--- config.mk ---
export PLATFORM = sky130hd
export DESIGN_NAME = i2c_reg_controller
export DESIGN_NICKNAME = d
export VERILOG_FILES = /design/src/rtl/i2c_reg_controller.sv
export SDC_FILE = /design/constraint.sdc
export NUM_CORES = 1
export LEC_CHECK = 0
export ABC_AREA = 0
export CAP_MARGIN = 10
export CORE_ASPECT_RATIO = 1.4
export CORE_MARGIN = 1
export CORE_UTILIZATION = 48
export DETAILED_ROUTE_END_ITERATION = 12
export PLACE_DENSITY = 0.84
export SYNTH_ARGS = -nofsm -noshare
export SYNTH_HDL_FRONTEND = slang
export SYNTH_SLANG_ARGS = --single-unit
export TNS_END_PERCENT = 20
--- constraint.sdc ---
create_clock -name clk -period 2.1 [get_ports clk]
set_input_delay 0.315 -clock clk [delete_from_list [all_inputs] [get_ports clk]]
set_output_delay 0.315 -clock clk [all_outputs]
set_load 0.02 [all_outputs]
--- src/rtl/i2c_reg_controller.sv ---
// Register-bank sequencer behind the I2C slave serializer.
// Bytes land in shadow registers and are committed to regs_out together on STOP.
module i2c_reg_controller #(
  parameter logic [6:0]  I2C_ADDRESS = 7'h42,
  parameter int unsigned NUM_REGS    = 4
) (
  input  logic                    clk,
  input  logic                    rst_n,
  input  logic                    start,
  input  logic                    stop,
  input  logic                    wr,
  input  logic [7:0]              write_data,
  output logic                    selected,
  output logic [NUM_REGS*8-1:0]   regs_out,
  output logic                    update
);

  typedef enum logic [2:0] {
    StIdle,
    StAddr,
    StPtr,
    StData,
    StIgnore
  } state_e;

  state_e state_q;

  logic [7:0]            ptr_q, ptr_d;
  logic [7:0]            shadow_q [NUM_REGS];
  logic [7:0]            shadow_d [NUM_REGS];
  logic                  dirty_q, dirty_d;
  logic [NUM_REGS*8-1:0] shadow_flat_d;
  logic                  byte_ok;
  logic                  addr_match;

  // A byte is consumed unless a START arrives with it; STOP (even with START) lets it through.
  assign byte_ok    = wr & (stop | ~start);
  assign addr_match = (write_data[7:1] == I2C_ADDRESS) & ~write_data[0];

  always_comb begin
    ptr_d    = ptr_q;
    dirty_d  = dirty_q;
    shadow_d = shadow_q;
    if (byte_ok && state_q == StPtr) begin
      ptr_d = write_data;
    end
    if (byte_ok && state_q == StData) begin
      ptr_d = ptr_q + 8'd1;
      for (int i = 0; i < NUM_REGS; i++) begin
        if (ptr_q == 8'(i)) begin
          shadow_d[i] = write_data;
          dirty_d     = 1'b1;
        end
      end
    end
  end

  always_comb begin
    shadow_flat_d = '0;
    for (int i = 0; i < NUM_REGS; i++) begin
      shadow_flat_d[8*i +: 8] = shadow_d[i];
    end
  end

  always_ff @(posedge clk or negedge rst_n) begin
    if (!rst_n) begin
      state_q  <= StIdle;
      ptr_q    <= '0;
      dirty_q  <= 1'b0;
      selected <= 1'b0;
      update   <= 1'b0;
      regs_out <= '0;
      for (int i = 0; i < NUM_REGS; i++) begin
        shadow_q[i] <= '0;
      end
    end else begin
      update   <= 1'b0;
      ptr_q    <= ptr_d;
      shadow_q <= shadow_d;
      dirty_q  <= dirty_d;
      if (stop) begin
        state_q  <= StIdle;
        selected <= 1'b0;
        // Commit uses next-state shadow so a byte arriving with STOP is included.
        if (dirty_d) begin
          regs_out <= shadow_flat_d;
          update   <= 1'b1;
          dirty_q  <= 1'b0;
        end
      end else if (start) begin
        state_q  <= StAddr;
        selected <= 1'b0;
      end else if (wr) begin
        unique case (state_q)
          StAddr: begin
            if (addr_match) begin
              state_q  <= StPtr;
              selected <= 1'b1;
            end else begin
              state_q <= StIgnore;
            end
          end
          StPtr:   state_q <= StData;
          default: state_q <= state_q;
        endcase
      end
    end
  end

endmodule
run_1/registers.png
Other sequential cells in the stronger gray, the rest of the logic in the fainter gray.
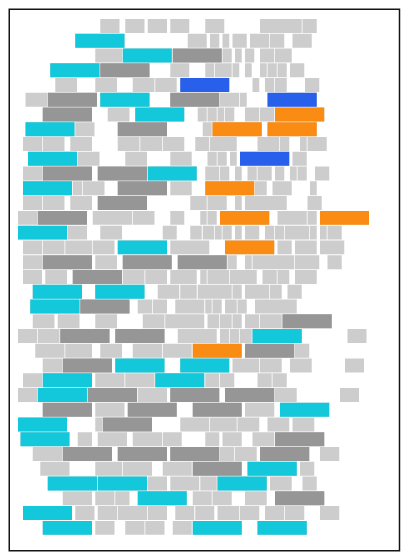
[`regs_out`] cyan | placed flops: 32
[`state_q`] blue | placed flops: 3
[`ptr_q`] orange | placed flops: 8
not colored: 35

run_1/gate_families.png
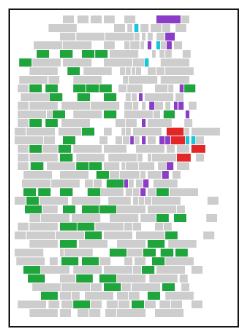
[adder and majority cells] red | cells: 4 | most used: ha_1 | where: middle right
[multiplexers] green | cells: 66 | most used: mux2_2
[NAND gates] purple | cells: 20 | most used: nand2_1
[inverters] cyan | cells: 5 | most used: inv_1

run_1/final_congestion.png
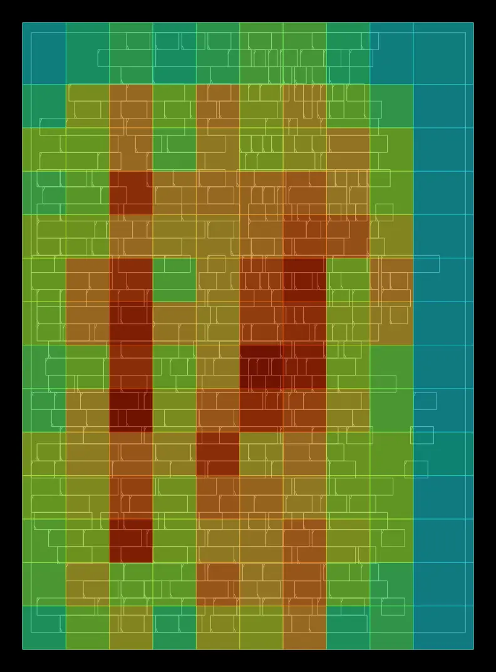
M2 GR Usage: 37.1%
WL/cell: 18.3 um
GRT busiest layer: met2
routing usage on met1: 27.2%

==> out/metrics.cfg, run 1 <==
[clock_network]
cts-buffers-inserted=9
h-tree-depth=3
cts_buffer_depth=2
insertion_delay_ps=350
clk_pin_slew_worst_paths_ps=70
cts.sinks=78
cts_tree=done
root_buffer=clkbuf_8

[floorplanning]
core_mm2=0.00657
well_tap_count=74
ioPinCount=47
fp_util_pct=49.6
die-area_mm2=0.00713
die_h_um=99.5
num_rows=35
die_w_um=71.6

[worst_setup_path]
cp.arrival_ps=2380
cpMaxStageDelayCell=or4_4
ff2ff_setup_slack_ps=-40
path_cells=or4_4 > buf_6 > nor4_4 > buf_6 > mux2_4 > mux2_4
critPathMaxFanout=8
critical_path_class=reg2reg
crit_start=ptr_q[4]$_DFFE_PN0P_
ff2ff_path_depth=6
r2r_start=ptr_q[4]$_DFFE_PN0P_
cp-endpoint=regs_out[26]$_DFFE_PN0P_
critPathRequiredTime_ps=2340
cp-end-kind=flop
cpPeakStageDelay_ps=580
cp-start-kind=flop
regToRegEndpoint=regs_out[26]$_DFFE_PN0P_

[power]
peakVddDrop_uv=447
switching_power_w=0.000601
power_leakage_nw=2.03
comb_power_share_pct=5.3
sw_frac_of_total_pct=23.3
p_seq_share_pct=58.6
internal_power_w=0.00197
clkPwrFrac_pct=36.1
finalPower_w=0.00258
power.density_mw_per_mm2=590

[route]
antenna_left=0
wl_um=7260
wl_met1_um=2950
top_layer=met4
drc_errors=0
route.vias.total=2211
met3WireLength_um=332
drtIter0Drc=114
drtPass1Iterations=4
viasPerCell=5.57
wl_met2_um=3750

[logic_synthesis]
synthTopLogicFamily=multiplexers
syn_inst=234
top_area_share_pct=59.9
yosys-stat-area_mm2=0.00326
floorplan.nets=251
fa_ha_area_share_pct=1.54
yosys_cells=234
yosysUniqueCellTypes=35
ys_seq_elements=78
topCellsByArea=dfrtp_1 60%, mux2_2 17%, mux2_1 5.5%, ha_1 1.5%, a21oi_1 1.4%
syn_area_per_cell_um2=13.9
synth.area.mux_share_pct=22.7
xor_share_pct=0
syn_area_mm2=0.00326
ys_seq_share_pct=59.9
synth_top_cell_by_area=dfrtp_1
synth.cellmix.compoundShare_pct=4.57
simple_gate_share_pct=9.37
yosysWarningCount=0

[grt]
use_met3_pct=3.75
grt_util_all_layers_pct=22.1
gr-total-overflow=0
grt_pass1_vias=2285
antenna_found_initial=0
grt_pass1_wl_um=11600
grt_max_degree=39

[final_layout]
clkCellAreaFrac_pct=3.53
comb_area_share_pct=30.9
seq_cell_count=78
num_antenna_cells=0
mostFrequentLayoutCell=dfrtp_1
layout.nets=337
sh_seq_area_pct=44.8
nFillCells=456
inverters=5
stdcell_area_mm2=0.00436
buffer_area_share_pct=18.2
clkbuf_count=10
register_area_mm2=0.00195
stdcell_count=397
lay_top_cells=78 x dfrtp_1, 45 x clkdlybuf4s50_1, 38 x mux2_2
comb_area_mm2=0.00135
n_all_buffers=83
area_delta_synth_final_pct=33.8
final_layout_size_suffix_gt1_share_pct=37.5
largest_cell_class=sequential cells
logic_gates=143

[status]
status=complete, but fails checks
violations=negative setup slack

[placed_design]
place_inst=380
hpwl_um=4910
routabilityCongestion=0.889
pre_cts_ws_ps=-386
place_area_mm2=0.00407
portBuffers=46

[final_timing]
setup_tns_ps=-310
hold_viol=0
worst_slack_ps=-44.2
slew_violations=0
rsz0062_at_grt=true
slew_headroom_pct=67.1
fmax_mhz=466
post-route-period-util_pct=102
clock_skew_ps=8.99
finalCriticalPeriod_ps=2140
tightestPinTransition_ps=494
setup_viol=9

[min_path]
hp-class=in2async

[run]
maxCapViolCount=0
warning_count=32

[run 1: worst max-delay path, delay by kind of cell, from the launching register on]
family | cells | cell delay (ps)
buffers and inverters | 2 | 350
flip-flops | 1 | 380
multiplexers | 2 | 580
AND/OR/NAND/NOR | 2 | 720
[run 1: flip-flops by register name, summed over array words and instances, names as in the netlist]
| signal | cells |
|---|---|
| update | 1 |
| selected | 1 |
| ptr_q | 8 |
| dirty_q | 1 |
| regs_out | 32 |
| state_q | 3 |
| shadow_q | 32 |
[run 1: repair_timing]
item | in CTS | in global routing
setup buffers | 1 | 1
setup endpoints to repair | 32 | 32
pin swaps | 2 | 2
resized | 24 | 5
hold buffers | 1 | 0
hold endpoints to repair | 36 | 0
[run 1: power by group through the flow]
| stage | Sequential [W] | Clock [W] | Combinational [W] |
|---|---|---|---|
| 6_report | 0.00151 | 0.000930 | 0.000136 |
| 3_3_place_gp | 0.00154 | 0 | 0.000129 |
| 5_1_grt | 0.00151 | 0.00101 | 0.000149 |
| 4_1_cts | 0.00151 | 0.000948 | 0.000135 |
| 3_5_place_dp | 0.00154 | 0 | 0.000131 |
| 2_1_floorplan | 0.00154 | 0 | 0.0000252 |
[run 1: metrics by stage]
step                hold WS, ps  utilization [%]
floorplan                  19.4                -
global placement            307             62.0
detailed placement          319             62.0
CTS                         475             66.1
global route                512             66.4
finish                      469             66.4
[run 1: synthesized netlist by cell type (all sizes together)]
master  instances
o21ai           7
o211ai          1
or4             2
nand2           9
nand2b          3
nand4           1
dfrtp          78
and2b           1
ha              4
a22oi           2
nor4b           2
a31o            1
o22ai           3
buf             5
clkbuf          3
and2            1
nor3            6
nand3           7
mux2i           2
nor4            5
a41oi           1
and3            1
mux2           64
a221o           1
a21oi           9
inv             5
nor2           10
==> run 1 -> run 2 <==
- CAP_MARGIN: 10 -> not set
run_2/gate_families.png
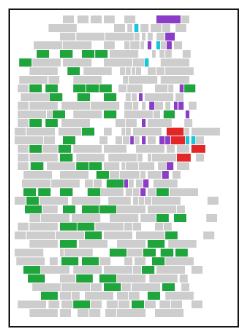
[adder and majority cells] red | cells: 4 | most used: ha_1 | where: middle right
[NAND gates] purple | cells: 20 | most used: nand2_1
[multiplexers] green | cells: 66 | most used: mux2_2
[inverters] cyan | cells: 5 | most used: inv_1

==> run 2 against run 1 <==
Area after synthesis did not move. Sequential cell count did not move. Clock power barely moved. Critical path depth did not move. Synthesized cell count did not move. Non-clock buffer count did not move. Global-route usage did not move. Hold slack did not move. Sequential power barely moved. Core utilization did not move. Combinational power barely moved. The flow still finishes with violations (negative setup slack). Cell count did not move.
==> out/metrics.cfg, run 2 <==
[status]
status=complete, but fails checks
violations=negative setup slack

[logic_synthesis]
yosysUniqueCellTypes=35  ; unchanged
syn_area_per_cell_um2=13.9  ; unchanged
floorplan.nets=251  ; unchanged
yosys_cells=234  ; unchanged
top_area_share_pct=59.9  ; unchanged
topCellsByArea=dfrtp_1 60%, mux2_2 17%, mux2_1 5.5%, ha_1 1.5%, a21oi_1 1.4%
synth_top_cell_by_area=dfrtp_1
syn_inst=234  ; unchanged
ys_seq_elements=78  ; unchanged
syn_area_mm2=0.00326  ; unchanged
yosys-stat-area_mm2=0.00326  ; unchanged
yosysWarningCount=0  ; unchanged
edf_count=0  ; unchanged
async_flop_share_pct=100  ; unchanged
ys_seq_share_pct=59.9  ; unchanged
top_cells_by_count=78 x dfrtp_1, 48 x mux2_2, 16 x mux2_1
synthMostInstantiatedCell=dfrtp_1
ff_type=dfrtp_1

[route]
viasPerCell=5.57  ; unchanged
met3WireLength_um=332  ; unchanged
drtIter0Drc=114  ; unchanged
wl_met1_um=2950  ; unchanged
antenna_left=0  ; unchanged
drc_errors=0  ; unchanged
top_layer=met4
wl_met2_um=3750  ; unchanged
wl_um=7260  ; unchanged
drtPass1Iterations=4  ; unchanged
wl_per_cell_um=18.3  ; unchanged
route.vias.total=2211  ; unchanged

[clock_network]
hold_buffers=1  ; unchanged
cts_resized=24  ; unchanged
insertion_delay_ps=350  ; about the same
cts_buffer_depth=2  ; unchanged
cts.sinks=78  ; unchanged
root_buffer=clkbuf_8
clk_pin_slew_worst_paths_ps=70  ; about the same
h-tree-depth=3  ; unchanged
cts-buffers-inserted=9  ; unchanged
cts_tree=done
post_cts_buffers=1  ; unchanged

[floorplanning]
core_mm2=0.00657  ; unchanged
num_rows=35  ; unchanged
die-area_mm2=0.00713  ; unchanged
die_h_um=99.5  ; unchanged
fp_util_pct=49.6  ; unchanged
die_w_um=71.6  ; unchanged
ioPinCount=47  ; unchanged

[grt]
gr-total-overflow=0  ; unchanged
antenna_found_initial=0  ; unchanged
grt_pass1_vias=2285  ; unchanged
grt_pass1_wl_um=11600  ; unchanged
top_usage_layer=met2
grt_max_degree=39  ; unchanged
use_met1_pct=27.2  ; unchanged
grtUsageMet2_pct=37.1  ; unchanged

[final_layout]
mostFrequentLayoutCell=dfrtp_1
layout.nets=337  ; unchanged
final_layout_size_suffix_gt1_share_pct=37.5  ; unchanged
stdcell_area_mm2=0.00436  ; unchanged
area_delta_synth_final_pct=33.8  ; unchanged
lay_top_cells=78 x dfrtp_1, 45 x clkdlybuf4s50_1, 38 x mux2_2
stdcell_count=397  ; unchanged
num_antenna_cells=0  ; unchanged
reg.largest.list=regs_out x32, shadow_q x32, ptr_q x8

[final_timing]
slew_violations=0  ; unchanged
clock_skew_ps=8.99  ; unchanged
post-route-period-util_pct=102  ; unchanged
finalCriticalPeriod_ps=2140  ; unchanged
tightestPinTransition_ps=494  ; unchanged
hold_ws_ps=469  ; unchanged
slew_headroom_pct=67.1  ; unchanged
setup_viol=9  ; unchanged
fmax_mhz=466  ; unchanged
worst_slack_ps=-44.2  ; unchanged
rsz0062_at_grt=true
hold_viol=0  ; unchanged

[run]
warning_count=32  ; unchanged
maxCapViolCount=0  ; unchanged

[worst_setup_path]
ff2ff_setup_slack_ps=-40  ; about the same
regToRegEndpoint=regs_out[26]$_DFFE_PN0P_
ff2ff_path_depth=6  ; unchanged
cp-start-kind=flop
critPathRequiredTime_ps=2340  ; about the same
cp-end-kind=flop
cp.arrival_ps=2380  ; about the same
critPathMaxFanout=8  ; unchanged
critical_path_class=reg2reg
r2r_start=ptr_q[4]$_DFFE_PN0P_

[placed_design]
routabilityCongestion=0.889  ; unchanged
place_area_mm2=0.00407  ; unchanged
hpwl_um=4910  ; unchanged
portBuffers=46  ; unchanged
place_inst=380  ; unchanged

[min_path]
hp-class=in2async

[power]
power.density_mw_per_mm2=590  ; unchanged
finalPower_w=0.00258  ; unchanged
power_leakage_nw=2.03  ; unchanged
peakVddDrop_uv=447  ; unchanged

run_2/final_congestion.png
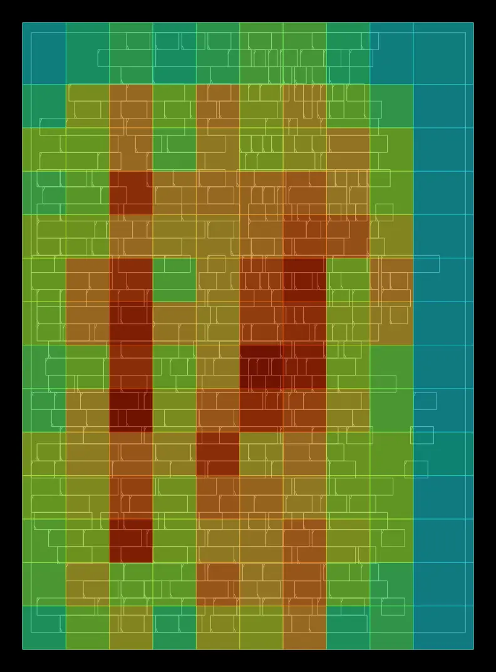
GRT Util Overall: 22.1%
utilization after layout: 66.4%
grt met3 use: 3.75%

-- run 2: cell type report --
class | instances | area (um^2)
tap | 74 | 92.6
clock buffer | 10 | 128
sequential | 78 | 1950
clock inverter | 4 | 26.3
multi-input combinational | 143 | 1350
inverter | 5 | 18.8
timing repair buffer | 83 | 796
fill | 456 | 2210
-- run 2: power breakdown --
part,internal [W],switching (W),total (W)
combinational,0.0000552,0.0000808,0.000136
sequential,0.00151,0.00000375,0.00151
clock,0.000413,0.000516,0.000930
total,0.00197,0.000601,0.00258
-- run 2: metrics by stage --
stage	setup slack, ps	TNS [ps]
after detailed placement	-386	-12700
after floorplan	-46.2	-892
after global routing	-98.4	-1270
final	-44.2	-310
after global placement	-346	-10840
after CTS	-60.6	-410
-- run 2: worst max path at each step --
stage | startpoint | to | depth (start not counted) | slack [ps]
2_1_floorplan | ptr_q[3]$_DFFE_PN0P_ | regs_out[24]$_DFFE_PN0P_ | 4 | -50
3_3_place_gp | stop | regs_out[27]$_DFFE_PN0P_ | 7 | -350
3_5_place_dp | wr | regs_out[26]$_DFFE_PN0P_ | 7 | -390
4_1_cts | ptr_q[4]$_DFFE_PN0P_ | regs_out[26]$_DFFE_PN0P_ | 6 | -60
5_1_grt | ptr_q[4]$_DFFE_PN0P_ | regs_out[26]$_DFFE_PN0P_ | 6 | -100
6_report | ptr_q[4]$_DFFE_PN0P_ | regs_out[26]$_DFFE_PN0P_ | 6 | -40
-- run 2: cell families after synthesis --
group	Yosys count	share of synthesized area (%)
simple gates	48	9.37
flops	78	59.9
buf+inv	13	1.92
fa+ha+maj	4	1.54
mux	66	22.7
compound gates	25	4.57
-- run 2: worst max-delay path, cell delays in order (launching register included) --
cell	delay [ps]
dfrtp_1	380
or4_4	580
buf_6	150
nor4_4	140
buf_6	200
mux2_4	320
mux2_4	260
==> run 2 -> run 3 <==
- HOLD_SLACK_MARGIN: not set -> 0.15
run_3/registers.png
Other sequential cells in the stronger gray, the rest of the logic in the fainter gray.
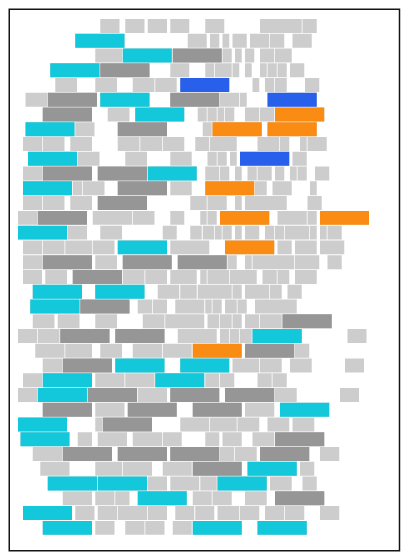
[`regs_out`] cyan | placed flops: 32
[`ptr_q`] orange | placed flops: 8
[`state_q`] blue | placed flops: 3
not colored: 35

==> run 3 against run 2 <==
The flow still finishes with violations (negative setup slack). Combinational power barely moved. Design area did not move. Global-route usage did not move. Routed wire length did not move. Critical path depth did not move. Power did not move. Non-clock buffer count did not move. Cell count did not move. Largest cell class unchanged.
==> out/metrics.cfg, run 3 <==
[worst_setup_path]
critPathMaxFanout=8  ; unchanged
cp-end-kind=flop
cp.arrival_ps=2380  ; about the same
cp-start-kind=flop
critPathRequiredTime_ps=2340  ; about the same
critical_path_class=reg2reg

[logic_synthesis]
ys_seq_elements=78  ; unchanged
yosys_cells=234  ; unchanged
yosysUniqueCellTypes=35  ; unchanged
synthMostInstantiatedCell=dfrtp_1
syn_area_mm2=0.00326  ; unchanged
top_area_share_pct=59.9  ; unchanged
edf_count=0  ; unchanged
synth_top_cell_by_area=dfrtp_1
yosys-stat-area_mm2=0.00326  ; unchanged
floorplan.nets=251  ; unchanged
syn_inst=234  ; unchanged
ff_type=dfrtp_1
top_cells_by_count=78 x dfrtp_1, 48 x mux2_2, 16 x mux2_1
syn_area_per_cell_um2=13.9  ; unchanged
async_flop_share_pct=100  ; unchanged
yosysWarningCount=0  ; unchanged
topCellsByArea=dfrtp_1 60%, mux2_2 17%, mux2_1 5.5%, ha_1 1.5%, a21oi_1 1.4%
ys_seq_share_pct=59.9  ; unchanged

[status]
status=complete, but fails checks
violations=negative setup slack

[final_layout]
inverters=5  ; unchanged
sh_seq_area_pct=44.8  ; unchanged
utilization_pct=66.4  ; unchanged
comb_area_share_pct=30.9  ; unchanged
reg.largest.list=regs_out x32, shadow_q x32, ptr_q x8
final_layout_size_suffix_gt1_share_pct=37.5  ; unchanged
largest_cell_class=sequential cells
lay_top_cells=78 x dfrtp_1, 45 x clkdlybuf4s50_1, 38 x mux2_2
comb_area_mm2=0.00135  ; unchanged
register_area_mm2=0.00195  ; unchanged
stdcell_count=397  ; unchanged
n_all_buffers=83  ; unchanged
logic_gates=143  ; unchanged
seq_cell_count=78  ; unchanged
clkbuf_count=10  ; unchanged
clkCellAreaFrac_pct=3.53  ; unchanged
layout.nets=337  ; unchanged
nFillCells=456  ; unchanged
mostFrequentLayoutCell=dfrtp_1
area_delta_synth_final_pct=33.8  ; unchanged
num_antenna_cells=0  ; unchanged
buffer_area_share_pct=18.2  ; unchanged
stdcell_area_mm2=0.00436  ; unchanged

[run]
warning_count=32  ; unchanged
maxCapViolCount=0  ; unchanged

[final_timing]
tightestPinTransition_ps=494  ; unchanged
post-route-period-util_pct=102  ; unchanged
hold_viol=0  ; unchanged
setup_viol=9  ; unchanged
clock_skew_ps=8.99  ; unchanged
slew_headroom_pct=67.1  ; unchanged
worst_slack_ps=-44.2  ; unchanged
hold_ws_ps=469  ; unchanged
setup_tns_ps=-310  ; unchanged
slew_violations=0  ; unchanged
rsz0062_at_grt=true
finalCriticalPeriod_ps=2140  ; unchanged
fmax_mhz=466  ; unchanged

[floorplanning]
num_rows=35  ; unchanged
fp_util_pct=49.6  ; unchanged
core_mm2=0.00657  ; unchanged
die_w_um=71.6  ; unchanged
die-area_mm2=0.00713  ; unchanged
ioPinCount=47  ; unchanged
well_tap_count=74  ; unchanged
die_h_um=99.5  ; unchanged

[route]
wl_um=7260  ; unchanged
viasPerCell=5.57  ; unchanged
drtIter0Drc=114  ; unchanged
drtPass1Iterations=4  ; unchanged
route.vias.total=2211  ; unchanged
wl_per_cell_um=18.3  ; unchanged
drc_errors=0  ; unchanged
antenna_left=0  ; unchanged

[clock_network]
cts_tree=done
cts_buffer_depth=2  ; unchanged
cts.sinks=78  ; unchanged
h-tree-depth=3  ; unchanged
clk_pin_slew_worst_paths_ps=70  ; about the same
cts-buffers-inserted=9  ; unchanged
root_buffer=clkbuf_8
insertion_delay_ps=350  ; about the same

[grt]
gr-total-overflow=0  ; unchanged
grt_pass1_wl_um=11600  ; unchanged
grt_util_all_layers_pct=22.1  ; unchanged
antenna_found_initial=0  ; unchanged
grt_max_degree=39  ; unchanged
grt_pass1_vias=2285  ; unchanged

[placed_design]
pre_cts_ws_ps=-386  ; unchanged
place_area_mm2=0.00407  ; unchanged
routabilityCongestion=0.889  ; unchanged
place_inst=380  ; unchanged
hpwl_um=4910  ; unchanged
portBuffers=46  ; unchanged

[min_path]
hp-class=in2async

[power]
power.density_mw_per_mm2=590  ; unchanged
finalPower_w=0.00258  ; unchanged
power_leakage_nw=2.03  ; unchanged
peakVddDrop_uv=447  ; unchanged

run_3/met3.png
Scale bar: 20 um.
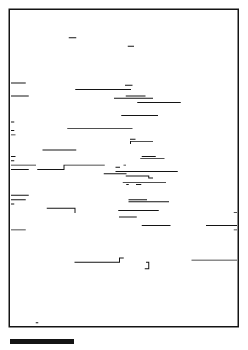
main direction: horizontal
longest straight run: 20.2 um

run 3: power by group:
part	internal [W]	total [W]	switching (W)
Clock	0.000413	0.000930	0.000516
Combinational	0.0000552	0.000136	0.0000808
Sequential	0.00151	0.00151	0.00000375
Total	0.00197	0.00258	0.000601
run 3: repair_timing:
action | 4_1_cts | 5_1_grt
setup buffers | 1 | 1
gates resized | 24 | 5
hold endpoints to repair | 36 | 0
hold buffers | 1 | 0
pin swaps | 2 | 2
endpoints found under the setup margin | 32 | 32
run 3: cells by family (layout without fill, tap and decap cells):
group,count (synthesis),after routing,synth area share (%)
compound gates,25,25,4.57
fa+ha+maj,4,4,1.54
buf+inv,13,102,1.92
flops,78,78,59.9
mux,66,66,22.7
simple gates,48,48,9.37
run 3: layer usage:
layer	global-route usage, %	up-vias	share of wire (%)
met2	37.1	70	52
li1	-	1016	-
met4	11.8	0	3.0
met1	27.2	1110	41
met3	3.75	15	4.6
met5	0	-	0
run 3: worst paths after layout:
kind / cells past startpoint / startpoint / to / slack (ps)
min: 2 / rst_n / regs_out[31]$_DFFE_PN0P_ / 470
max reg2reg: 6 / ptr_q[4]$_DFFE_PN0P_ / regs_out[26]$_DFFE_PN0P_ / -40
min reg2reg: 1 / regs_out[1]$_DFFE_PN0P_ / regs_out[1]$_DFFE_PN0P_ / 490
max: 6 / ptr_q[4]$_DFFE_PN0P_ / regs_out[26]$_DFFE_PN0P_ / -40
min in group clk: 1 / regs_out[1]$_DFFE_PN0P_ / regs_out[1]$_DFFE_PN0P_ / 490
max in group asynchronous: 3 / rst_n / shadow_q[31]$_DFF_PN0_ / 1070
run 3: critical path, cell delays in order, from the launching register on:
cell	delay (ps)
dfrtp_1	380
or4_4	580
buf_6	150
nor4_4	140
buf_6	200
mux2_4	320
mux2_4	260
Power and IR drop assume default switching activity.
